Fig. 1: register map, names as in the netlist
Drawn at 6 px/um.
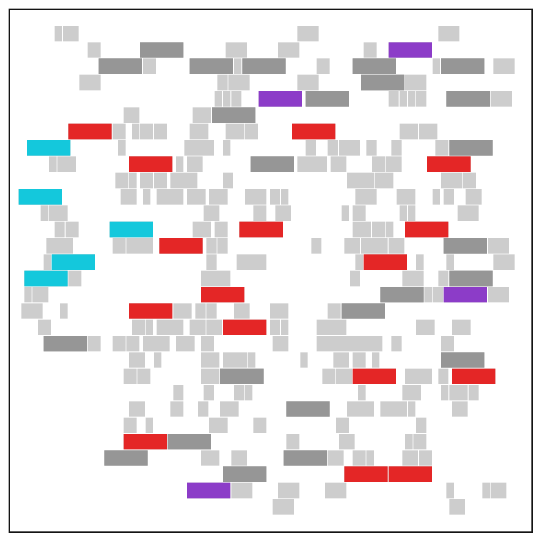
Fig. 2: the metal 1 layer
Drawn at 3 px/um.
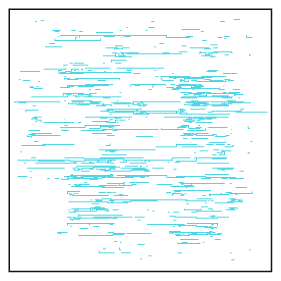
Fig. 3: gate-type map
Drawn at 3 px/um.
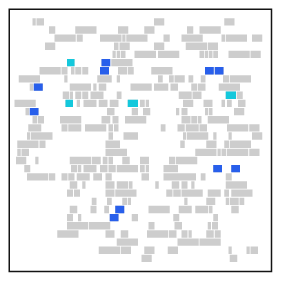
Fig. 4: layout detail
Window x 53 to 78, y 53 to 78 um. Cells in grey, sequential cells in the stronger grey; small squares are vias.
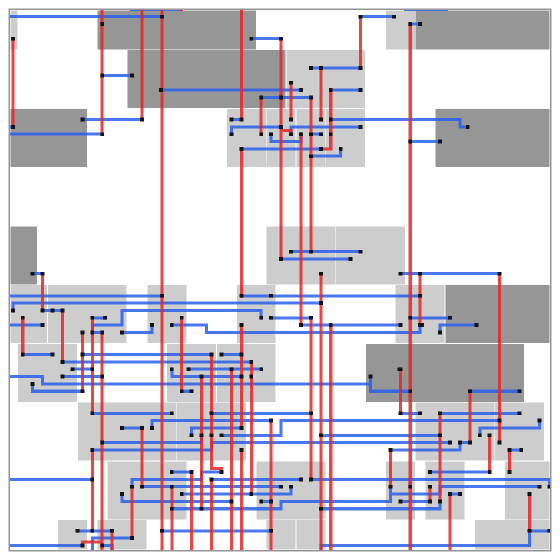
Fig. 5: routing congestion
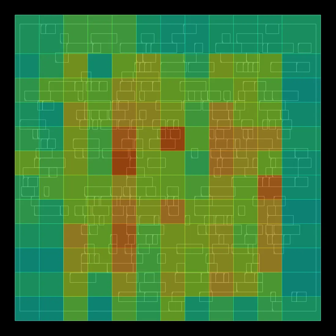
$ cat src/rtl/multi_btn_debounce.sv
// Multi-channel push-button debouncer: shared tick prescaler, per-channel 4-state FSM.
// Define LONG_PRESS_EN to build the per-channel long-press hold counters.
module multi_btn_debounce #(
    parameter int NCH          = 4,
    parameter int TICK_BITS    = 5,
    parameter int STABLE_TICKS = 3,
    parameter int LONG_TICKS   = 16
) (
    input  logic           clk,
    input  logic           reset,
    input  logic [NCH-1:0] btn,
    output logic [NCH-1:0] level,
    output logic [NCH-1:0] rise,
    output logic [NCH-1:0] fall,
    output logic [NCH-1:0] long_press
);

    typedef enum logic [1:0] {
        S_LOW,
        S_WAIT1,
        S_HIGH,
        S_WAIT0
    } state_t;

    // Four bits so the full STABLE_TICKS range (up to 15) is reachable.
    localparam logic [3:0] CNT_LAST = 4'(STABLE_TICKS - 1);

    logic [NCH-1:0]       r_sync1;
    logic [NCH-1:0]       r_sync2;
    logic [TICK_BITS-1:0] r_pre;
    logic                 w_tick;

    state_t               r_state    [NCH];
    state_t               w_next     [NCH];
    logic [3:0]           r_cnt      [NCH];
    logic [3:0]           w_cnt_next [NCH];
    logic [NCH-1:0]       w_rise_ev;
    logic [NCH-1:0]       w_fall_ev;

    logic [NCH-1:0]       r_level;
    logic [NCH-1:0]       r_rise;
    logic [NCH-1:0]       r_fall;

    always_ff @(posedge clk) begin
        if (reset) begin
            r_sync1 <= '0;
            r_sync2 <= '0;
            r_pre   <= '0;
        end else begin
            r_sync1 <= btn;
            r_sync2 <= r_sync1;
            r_pre   <= r_pre + 1'b1;
        end
    end

    assign w_tick = &r_pre;

    // A revert of s is tested first, so it beats a coincident tick.
    always_comb begin
        for (int i = 0; i < NCH; i++) begin
            w_next[i]     = r_state[i];
            w_cnt_next[i] = r_cnt[i];
            w_rise_ev[i]  = 1'b0;
            w_fall_ev[i]  = 1'b0;
            case (r_state[i])
                S_LOW: begin
                    if (r_sync2[i]) begin
                        w_next[i]     = S_WAIT1;
                        w_cnt_next[i] = '0;
                    end
                end
                S_WAIT1: begin
                    if (!r_sync2[i]) begin
                        w_next[i] = S_LOW;
                    end else if (w_tick && r_cnt[i] == CNT_LAST) begin
                        w_next[i]    = S_HIGH;
                        w_rise_ev[i] = 1'b1;
                    end else if (w_tick) begin
                        w_cnt_next[i] = r_cnt[i] + 4'd1;
                    end
                end
                S_HIGH: begin
                    if (!r_sync2[i]) begin
                        w_next[i]     = S_WAIT0;
                        w_cnt_next[i] = '0;
                    end
                end
                S_WAIT0: begin
                    if (r_sync2[i]) begin
                        w_next[i] = S_HIGH;
                    end else if (w_tick && r_cnt[i] == CNT_LAST) begin
                        w_next[i]    = S_LOW;
                        w_fall_ev[i] = 1'b1;
                    end else if (w_tick) begin
                        w_cnt_next[i] = r_cnt[i] + 4'd1;
                    end
                end
                default: begin
                    w_next[i] = S_LOW;
                end
            endcase
        end
    end

    always_ff @(posedge clk) begin
        for (int i = 0; i < NCH; i++) begin
            if (reset) begin
                r_state[i] <= S_LOW;
                r_cnt[i]   <= '0;
                r_level[i] <= 1'b0;
                r_rise[i]  <= 1'b0;
                r_fall[i]  <= 1'b0;
            end else begin
                r_state[i] <= w_next[i];
                r_cnt[i]   <= w_cnt_next[i];
                r_level[i] <= (r_state[i] == S_HIGH) ||
                              (r_state[i] == S_WAIT0);
                r_rise[i]  <= w_rise_ev[i];
                r_fall[i]  <= w_fall_ev[i];
            end
        end
    end

    assign level = r_level;
    assign rise  = r_rise;
    assign fall  = r_fall;

`ifdef LONG_PRESS_EN
    localparam logic [7:0] HOLD_MAX = 8'(LONG_TICKS);

    logic [7:0]     r_hold [NCH];
    logic [NCH-1:0] r_long;

    // Counter saturates at HOLD_MAX so a single press pulses only once.
    always_ff @(posedge clk) begin
        for (int i = 0; i < NCH; i++) begin
            if (reset) begin
                r_hold[i] <= '0;
                r_long[i] <= 1'b0;
            end else begin
                r_long[i] <= 1'b0;
                if (w_rise_ev[i]) begin
                    r_hold[i] <= '0;
                end else if (r_state[i] == S_HIGH && w_tick &&
                             r_hold[i] != HOLD_MAX) begin
                    r_hold[i] <= r_hold[i] + 8'd1;
                    r_long[i] <= (r_hold[i] == HOLD_MAX - 8'd1);
                end
            end
        end
    end

    assign long_press = r_long;
`else
    assign long_press = '0;
`endif

endmodule

$ cat config.mk
export PLATFORM = sky130hd
export DESIGN_NAME = multi_btn_debounce
export DESIGN_NICKNAME = d
export VERILOG_FILES = /design/src/rtl/multi_btn_debounce.sv
export SDC_FILE = /design/constraint.sdc
export NUM_CORES = 1
export LEC_CHECK = 0
export CORE_MARGIN = 1
export CORE_UTILIZATION = 30
export DETAILED_ROUTE_END_ITERATION = 10
export GPL_TIMING_DRIVEN = 0
export PLACE_DENSITY_LB_ADDON = 0.05
export RECOVER_POWER = 25
export SYNTH_ARGS = -nofsm -noshare
export SYNTH_HDL_FRONTEND = slang
export SYNTH_SLANG_ARGS = --single-unit
$ cat constraint.sdc
create_clock -name clk -period 2.6 [get_ports clk]
set_input_delay 0.52 -clock clk [delete_from_list [all_inputs] [get_ports clk]]
set_output_delay 0.52 -clock clk [all_outputs]
set_load 0.01 [all_outputs]
==> changes_impl.md <==
### Physical design

- Final antenna-violating net count: 0
- RSZ-0062 raised after global routing: false
- Clock latency of the later-clocked register in the worst-skew pair: 0.30 ns
- Resize count post-CTS: 0
- Non-clock inverter count: 9
- Multi-input logic area: 0.00109 mm^2
- FMAX: 476 MHz
- Die area: about 0.0076 mm^2
- Uppermost layer routed: met4
- Setup Viol. Count Final: 0
- Average instance area after synthesis: 9.44 um^2
- Max-slew violation total from the final report: 0
- Critical-path cell list: ha_1 > and3_1 > ha_1 > buf_2 > buf_2 > nand3_1 > nor4b_1
- Cell taking the most area after synthesis: sky130_fd_sc_hd__dfxtp_1
- Area delta synth->final: 19.3%
- Maximum number of buffers from clock root to sink: 2
- Largest cells by area: sky130_fd_sc_hd__dfxtp_1 (45%), sky130_fd_sc_hd__ha_1 (5.8%), sky130_fd_sc_hd__nor2b_1 (4.6%), sky130_fd_sc_hd__nand2_1 (3.6%), sky130_fd_sc_hd__nor3b_1 (2.4%)
- Setup fix buffers added after clock tree synthesis: 0
- Placed Cells incl. Taps: 345
- Time the final worst path needs with I/O delays and setup: 2.10 ns
- Wire length of the first global-routing pass: 7910 um
- Leakage Power: 0.000997 uW
- YS chip area: 0.00216 mm^2
- Tool warnings: 30
- Drt first-iter violations: 30
- Path depth of the worst reg2reg path: 7
- Dominant register cell in the synthesized netlist: sky130_fd_sc_hd__dfxtp_1
- Largest cell class: combinational gates
- Net total in the final layout: 272
- Vertical die dimension: approximately 87 um
- Hold_buf cts: 0
- Measured slew at the worst slew-check pin: 0.582 ns
- Setup Total Neg Slack: 0 ns
- Drt pass-1 iters: 4
- Crit Path Class: reg2reg
- Synth Seq Share: 45.4%
- Required arrival time at the worst endpoint: roughly 2.8 ns
- Number of ordinary and repair buffers in the finished layout: 30
- Source of the worst hold timing path: r_sync1[0]
- Relative area of clock buffers and inverters in the final design: 4.46%
- Vias in the first global route: 1633
- Design area: 0.00258 mm^2
- Area share of buffers outside the clock network: 9.27%
- Result of the run: completed
- Endpoint of the worst hold-timing path: r_sync2[0]
- Buffering stage count on the worst path with inverters included: 2
- Kind of cell adding the most delay to the critical path: buffers and inverters
- Gate Count Post-Synth: roughly 230
- Clock root buffer: sky130_fd_sc_hd__clkbuf_8
- Weighted congestion at the end of routability-driven global placement: 0.734
- Starting utilization of the core area: a little under a third
- Final-layout fill cell count: 723
- IR drop worst, VDD: 0.255 mV
- Placed cell areas: 0.00246 mm^2
- Final global-route overflow total: 0
- Worst Setup Start Kind: register
- Average wire per cell in the routed design: 12.7 um
- Share of final-layout standard cells stronger than drive strength 1: 7.78%
- R2R Path End: rise[1]
- Path type of the worst min-delay path: reg2reg
- Number of tap cells added at floorplan: roughly 96
- Final setup margin: 0.501 ns
- Clk_skew: 0.00350 ns
- Placed wire-length estimate after detailed placement: roughly 3000 um
- Max Cap Violations: 0
- Critical Path End: rise[1]
- Origin of the critical flop-to-flop path: r_pre[0]
- Core Area: 0.00687 mm^2
- Yosys cell types: 46
- DR DRC count: 0
- Endpoint type of the worst setup path: register
- Number of CTS-inserted buffers: 5
- Total number of multi-input combinational cells: approximately 160
- Instance count along the most critical hold path: 1
- Final total power: 1390 uW
- Sequential cell count: 49
- Count of clock-net buffers in the final layout: 5
- YS warnings: 0
- Post-synth top cells: sky130_fd_sc_hd__dfxtp_1 (49), sky130_fd_sc_hd__nand2_1 (21), sky130_fd_sc_hd__nor2b_1 (16)
- Maximum fanout count along the critical path: 10
-- Fig. 1 (at the start) --
legend:
  red:
    signal: r_cnt
    flops: 16
  cyan:
    signal: r_pre
    flops: 5
    where: west
  purple:
    signal: rise
    flops: 4
area occupied by registers: 981 um^2
power consumed by sequential cells: 771 uW
fraction of area in registers: 38.0%
final core area utilization: 37.5%

-- Fig. 2 (at the start) --
main direction: horizontal
nets with wire on the layer: 249
wire length on this layer: 2360 um
share of all routed wire: 53%
detailed-route wire length: 4490 um
count of vias placed by the detailed router: 1649
met1 usage: 18.1%

-- Fig. 3 (at the start) --
legend:
  blue:
    family: XOR/XNOR gates
    cells: 10
  cyan:
    family: AND-OR and OR-AND gates
    cells: 4
final cell count without fillers: 353
logic share of the area: 42.3%
most common cell after layout, fill and taps aside: sky130_fd_sc_hd__dfxtp_1

-- Fig. 4 (at the start) --
legend:
  red:
    layer: met2
  blue:
    layer: met1
most frequent: dfxtp_1 (6), nand2_1 (3), nor3_1 (3)
cells with their middle in the window: 36
sequential cells in the window: 6

-- Fig. 5 (at the start) --
GRT Resource Usage Total: 13.5%
routing layer with the top usage in global route: met2

-- kinds of logic after synthesis --
logic type / Yosys count / synth area share (%)
AOI/OAI and AO/OA: 31 / 9.84
xor gates and xnor gates: 10 / 4.05
adders and majority gates: 10 / 5.79
buffers and inverters: 22 / 4.74
DFF: 49 / 45.4
muxes: 3 / 1.39
other: 1 / 0.173
and+or+nand+nor: 103 / 28.6
-- state kept, by name, summed over array words and instances (netlist names), named ones only --
signal	flops
r_cnt	16
r_pre	5
fall	4
level	4
r_state	4
r_sync1	4
r_sync2	4
rise	4
-- report_power, final --
part,internal (uW),switching [uW],leakage (uW)
Combinational,25.2,31.9,0.000545
Sequential,761,9.48,0.000397
Clock,288,273,0.0000543
Total,1080,314,0.000997
Power is estimated from default activity; no workload was simulated.
